$ cat config.mk
export PLATFORM = sky130hd
export DESIGN_NAME = matmul_stream_ctrl_flat
export DESIGN_NICKNAME = d
export VERILOG_FILES = /design/src/rtl/matmul_pkg.sv /design/src/rtl/matmul_stream_ctrl_if.sv /design/src/rtl/matmul_result_ser.sv /design/src/rtl/matmul_stream_ctrl.sv /design/src/flat_wrapper.sv
export SDC_FILE = /design/constraint.sdc
export NUM_CORES = 1
export LEC_CHECK = 0
export CAP_MARGIN = 10
export CORE_MARGIN = 2
export CORE_UTILIZATION = 40
export DETAILED_ROUTE_END_ITERATION = 16
export PLACE_DENSITY = 0.67
export SYNTH_ARGS = -nofsm -noshare
export SYNTH_HDL_FRONTEND = slang
export SYNTH_SLANG_ARGS = --single-unit
$ cat constraint.sdc
create_clock -name clk -period 23.3 [get_ports clk]
set_input_delay 5.825 -clock clk [delete_from_list [all_inputs] [get_ports clk]]
set_output_delay 5.825 -clock clk [all_outputs]
set_load 0.01 [all_outputs]
$ cat src/rtl/matmul_pkg.sv
// -----------------------------------------------------------------------------
// matmul_pkg
// Shared constants and types for the 4x4 8-bit matrix-multiply stream path.
// Used by matmul_stream_ctrl, its result serializer and the core_b wrappers.
//   N         matrix dimension
//   ELEM_W    operand element width
//   RES_W     result element width
//   IN_BYTES  operand bytes per job (A then B, row-major)
//   NUM_RES   result words per job
// -----------------------------------------------------------------------------
package matmul_pkg;

    localparam int N        = 4;
    localparam int ELEM_W   = 8;
    localparam int RES_W    = 16;
    localparam int NUM_RES  = N * N;
    localparam int IN_BYTES = 2 * NUM_RES;

    // Flat bus widths between this block and the core
    localparam int OPND_W   = NUM_RES * ELEM_W;    // a_flat / b_flat
    localparam int RESB_W   = NUM_RES * RES_W;     // c_flat

    // Counter widths
    localparam int K_W      = $clog2(IN_BYTES);    // input byte counter
    localparam int IDX_W    = $clog2(NUM_RES);     // output word index

    typedef enum logic [1:0] {
        LOAD,
        CALC,
        DRAIN
    } state_e;

endpackage

$ cat src/rtl/matmul_stream_ctrl_if.sv
// -----------------------------------------------------------------------------
// matmul_stream_ctrl_if
// Valid/ready byte stream in, valid/ready result-word stream out.
//   in_valid / in_ready / in_data      operand bytes toward the controller
//   out_valid / out_ready / out_data   result words from the controller
//   out_last                           marks the 16th word of a job
// Modports:
//   master  stream fabric side (drives bytes, consumes words)
//   slave   controller side
// -----------------------------------------------------------------------------
interface matmul_stream_ctrl_if;
    import matmul_pkg::*;

    logic              in_valid;
    logic              in_ready;
    logic [ELEM_W-1:0] in_data;

    logic              out_valid;
    logic              out_ready;
    logic [RES_W-1:0]  out_data;
    logic              out_last;

    modport master (
        output in_valid, in_data, out_ready,
        input  in_ready, out_valid, out_data, out_last
    );

    modport slave (
        input  in_valid, in_data, out_ready,
        output in_ready, out_valid, out_data, out_last
    );

endinterface

$ cat src/rtl/matmul_result_ser.sv
// -----------------------------------------------------------------------------
// matmul_result_ser
// Captures the core's flat result bus in one cycle and streams the 16 result
// words out in row-major order over valid/ready.
//   clk, rst    clock, asynchronous active-high reset
//   capture     one-cycle pulse: latch c_flat and start streaming
//   c_flat      flat result bus from the core
//   out_ready   downstream accept
//   out_valid   result word valid (registered)
//   out_data    current word, decoded from registered res_q/idx
//   out_last    high with word 15
//   done        handshake on word 15 this cycle (tells the FSM to reload)
// -----------------------------------------------------------------------------
module matmul_result_ser
    import matmul_pkg::*;
(
    input  logic              clk,
    input  logic              rst,
    input  logic              capture,
    input  logic [RESB_W-1:0] c_flat,
    input  logic              out_ready,
    output logic              out_valid,
    output logic [RES_W-1:0]  out_data,
    output logic              out_last,
    output logic              done
);

    localparam logic [IDX_W-1:0] LAST_IDX = IDX_W'(NUM_RES - 1);

    logic [RESB_W-1:0] res_q;
    logic [IDX_W-1:0]  idx_q;
    logic              hs;

    assign hs   = out_valid && out_ready;
    assign done = hs && (idx_q == LAST_IDX);

    // NOTE: res_q is a plain wide register, not a RAM, so it can take the
    // async reset; that is what makes out_data read zero straight out of reset.
    always_ff @(posedge clk or posedge rst) begin
        if (rst) begin
            res_q     <= '0;
            idx_q     <= '0;
            out_valid <= 1'b0;
        end else if (capture) begin
            res_q     <= c_flat;
            idx_q     <= '0;
            out_valid <= 1'b1;
        end else if (hs) begin
            if (idx_q == LAST_IDX) begin
                idx_q     <= '0;
                out_valid <= 1'b0;
            end else begin
                idx_q     <= idx_q + 1'b1;
            end
        end
    end

    // Pure decode of registered state: holds steady under backpressure.
    assign out_data = res_q[idx_q*RES_W +: RES_W];
    assign out_last = out_valid && (idx_q == LAST_IDX);

endmodule

$ cat src/rtl/matmul_stream_ctrl.sv
// -----------------------------------------------------------------------------
// matmul_stream_ctrl
// Streaming front/back end for the combinational 4x4 matrix-multiply core.
// Assembles A and B from 32 input bytes, holds them on a_flat/b_flat for the
// core, captures c_flat one cycle later, then drains 16 result words.
//   clk, rst    clock, asynchronous active-high reset
//   strm        valid/ready byte input and result-word output (slave modport)
//   a_flat      operand A to core, element (i,j) at [(i*4+j)*8 +: 8]
//   b_flat      operand B to core, same layout
//   c_flat      result from core, element (i,j) at [(i*4+j)*16 +: 16]
//   busy        high in CALC and DRAIN
// -----------------------------------------------------------------------------
module matmul_stream_ctrl
    import matmul_pkg::*;
(
    input  logic                 clk,
    input  logic                 rst,
    matmul_stream_ctrl_if.slave  strm,
    output logic [OPND_W-1:0]    a_flat,
    output logic [OPND_W-1:0]    b_flat,
    input  logic [RESB_W-1:0]    c_flat,
    output logic                 busy
);

    localparam logic [K_W-1:0] LAST_K = K_W'(IN_BYTES - 1);

    state_e         state_q;
    logic [K_W-1:0] k_q;
    logic           in_ready_q;
    logic           busy_q;
    logic           accept;
    logic           drain_done;

    assign accept = strm.in_valid && in_ready_q;

    // NOTE: all state below updates with <= so every register samples the
    // pre-edge values; blocking here would create order-dependent races.
    always_ff @(posedge clk or posedge rst) begin
        if (rst) begin
            state_q    <= LOAD;
            k_q        <= '0;
            a_flat     <= '0;
            b_flat     <= '0;
            in_ready_q <= 1'b1;
            busy_q     <= 1'b0;
        end else begin
            case (state_q)
                LOAD: begin
                    if (accept) begin
                        // MSB of k selects the matrix, low bits the element.
                        if (!k_q[K_W-1])
                            a_flat[k_q[K_W-2:0]*ELEM_W +: ELEM_W] <= strm.in_data;
                        else
                            b_flat[k_q[K_W-2:0]*ELEM_W +: ELEM_W] <= strm.in_data;

                        if (k_q == LAST_K) begin
                            k_q        <= '0;
                            state_q    <= CALC;
                            in_ready_q <= 1'b0;
                            busy_q     <= 1'b1;
                        end else begin
                            k_q <= k_q + 1'b1;
                        end
                    end
                end

                // Operands are stable all cycle; the serializer latches c_flat
                // at the end of it.
                CALC: state_q <= DRAIN;

                DRAIN: begin
                    if (drain_done) begin
                        state_q    <= LOAD;
                        in_ready_q <= 1'b1;
                        busy_q     <= 1'b0;
                    end
                end

                default: begin
                    state_q    <= LOAD;
                    k_q        <= '0;
                    in_ready_q <= 1'b1;
                    busy_q     <= 1'b0;
                end
            endcase
        end
    end

    assign strm.in_ready = in_ready_q;
    assign busy          = busy_q;

    matmul_result_ser u_result_ser (
        .clk       (clk),
        .rst       (rst),
        .capture   (state_q == CALC),
        .c_flat    (c_flat),
        .out_ready (strm.out_ready),
        .out_valid (strm.out_valid),
        .out_data  (strm.out_data),
        .out_last  (strm.out_last),
        .done      (drain_done)
    );

endmodule

$ cat src/flat_wrapper.sv
// flat-port wrapper written by rule: the top's interface ports become plain ports
module matmul_stream_ctrl_flat import matmul_pkg::*;
  (clk, rst, a_flat, b_flat, c_flat, busy, strm_in_valid, strm_in_data, strm_out_ready, strm_in_ready, strm_out_valid, strm_out_data, strm_out_last);
  matmul_stream_ctrl_if strm_i ();
  input  logic clk;
  input  logic rst;
  output logic [OPND_W-1:0] a_flat;
  output logic [OPND_W-1:0] b_flat;
  input  logic [RESB_W-1:0] c_flat;
  output logic busy;
  input wire logic [$bits(strm_i.in_valid)-1:0] strm_in_valid;
  input wire logic [$bits(strm_i.in_data)-1:0] strm_in_data;
  input wire logic [$bits(strm_i.out_ready)-1:0] strm_out_ready;
  output wire logic [$bits(strm_i.in_ready)-1:0] strm_in_ready;
  output wire logic [$bits(strm_i.out_valid)-1:0] strm_out_valid;
  output wire logic [$bits(strm_i.out_data)-1:0] strm_out_data;
  output wire logic [$bits(strm_i.out_last)-1:0] strm_out_last;
  assign strm_i.in_valid = strm_in_valid;
  assign strm_i.in_data = strm_in_data;
  assign strm_i.out_ready = strm_out_ready;
  assign strm_in_ready = strm_i.in_ready;
  assign strm_out_valid = strm_i.out_valid;
  assign strm_out_data = strm_i.out_data;
  assign strm_out_last = strm_i.out_last;
  matmul_stream_ctrl u_core (.clk(clk), .rst(rst), .strm(strm_i), .a_flat(a_flat), .b_flat(b_flat), .c_flat(c_flat), .busy(busy));
endmodule
Figure 1. PDN straps and rails.
Bar = 50 um. Pins as bars on the die edge. Tap cells in grey.
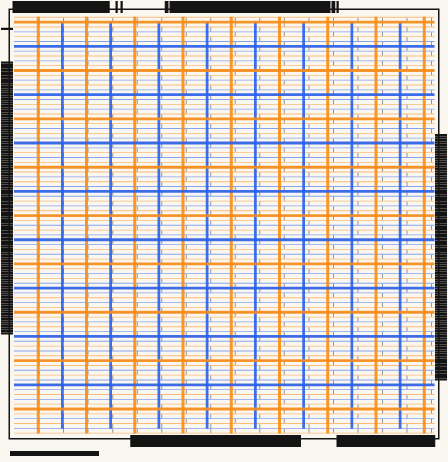
VDD: drawn in blue. VSS: drawn in orange.
87 met1 rails follow the rows. 748 tap cells. 544 signal pins sit on the boundary.
Core Region: 0.0553 mm^2
Die Y-Extent: 241 um
worst IR drop on VDD: 0.0734 mV
Die Wd: 241 um

==> results_slide.txt <==
Implementation Results

Clock tree
  – Post-CTS Hold Buffers: 0
  – Clock Latency Late Sink: 0.62 ns
  – TritonCTS Buffers: 55
  – CTS tree: built
  – CTS H-tree depth: 2

Power
  – P_comb: 1.62 mW
  – Pwr Total: 4.00 mW
  – Switching share of total power: 33.1%
  – P_int: 2.67 mW
  – Flop+latch power: 1.48 mW
  – Comb power frac: 40.4%

Placement
  – Placer Congestion: 0.874
  – Hpwl dp: 53.9 mm
  – Cells after DPL: 2669

STA
  – Crit share post-route: 41.2%
  – Setup violators final: 0
  – RSZ-0062 raised after global routing: no

Logic synthesis
  – Yosys top cell area share: 58.6%
  – Top cells by area: dfrtp_1 (59%), mux2_2 (26%), mux4_2 (6.4%)
  – Synth Seq Share: 58.7%
  – Area leader, netlist: dfrtp_1
  – Yosys cell count: 1438
  – Post-synth EDFFs: 0

Layout
  – Number of fill cells in the layout: 4557
  – Logic area: 0.00894 mm^2
  – Most numerous logic cells after layout: clkdlybuf4s50_1 (543), dfrtp_1 (523), mux2_2 (509), mux4_2 (64), clkbuf_16 (56)
  – Sequential share of cell area: 43.1%
  – Largest class: flip-flops and latches
  – Final Util: 55.2%
  – Share of post-route cells with drive strength above 1: 34.7%

GRT
  – Global Route Usage Sum: 25.1%
  – GR Util met2: 41.8%
  – Global-route wire length before repair: 107 mm

Run
  – Tool warning count: 35

Routing
  – Via density: 5.29
  – Final WL: 73.2 mm

Run status
  – Run status: completed

Worst setup path
  – Maximum fanout along the worst path: 49
Figure 2. Layout detail.
Window x 168 to 193, y 48 to 73 um. Cells in grey, sequential cells in the stronger grey; small squares are vias.
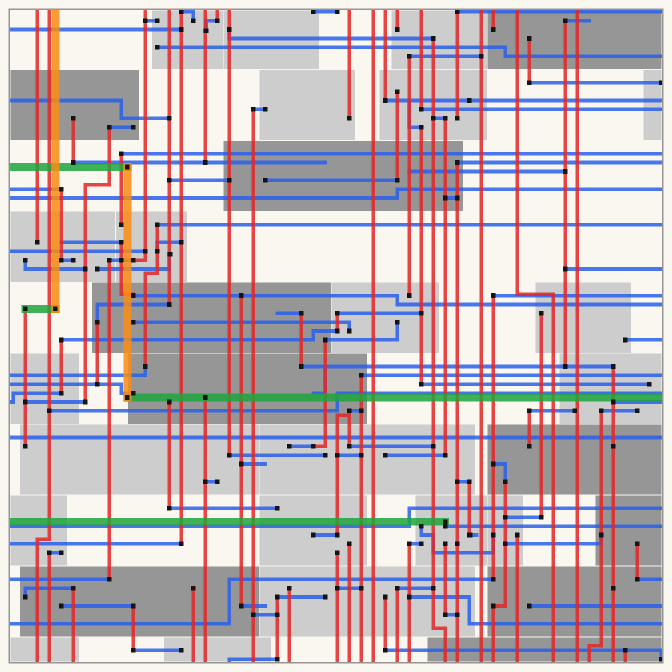
metal 1: drawn in blue. metal 2: drawn in red. metal 3: drawn in green. metal 4: drawn in orange.
Netlist names of flops here include u_core.u_result_ser.res_q (8). 25 logic cells have their middle in the window. Sequential cells in the window: 8. Most frequent: dfrtp_1 (8), mux2_2 (5), clkdlybuf4s50_1 (5).

Power figures rest on the tool's default switching activity, not on a simulated workload.
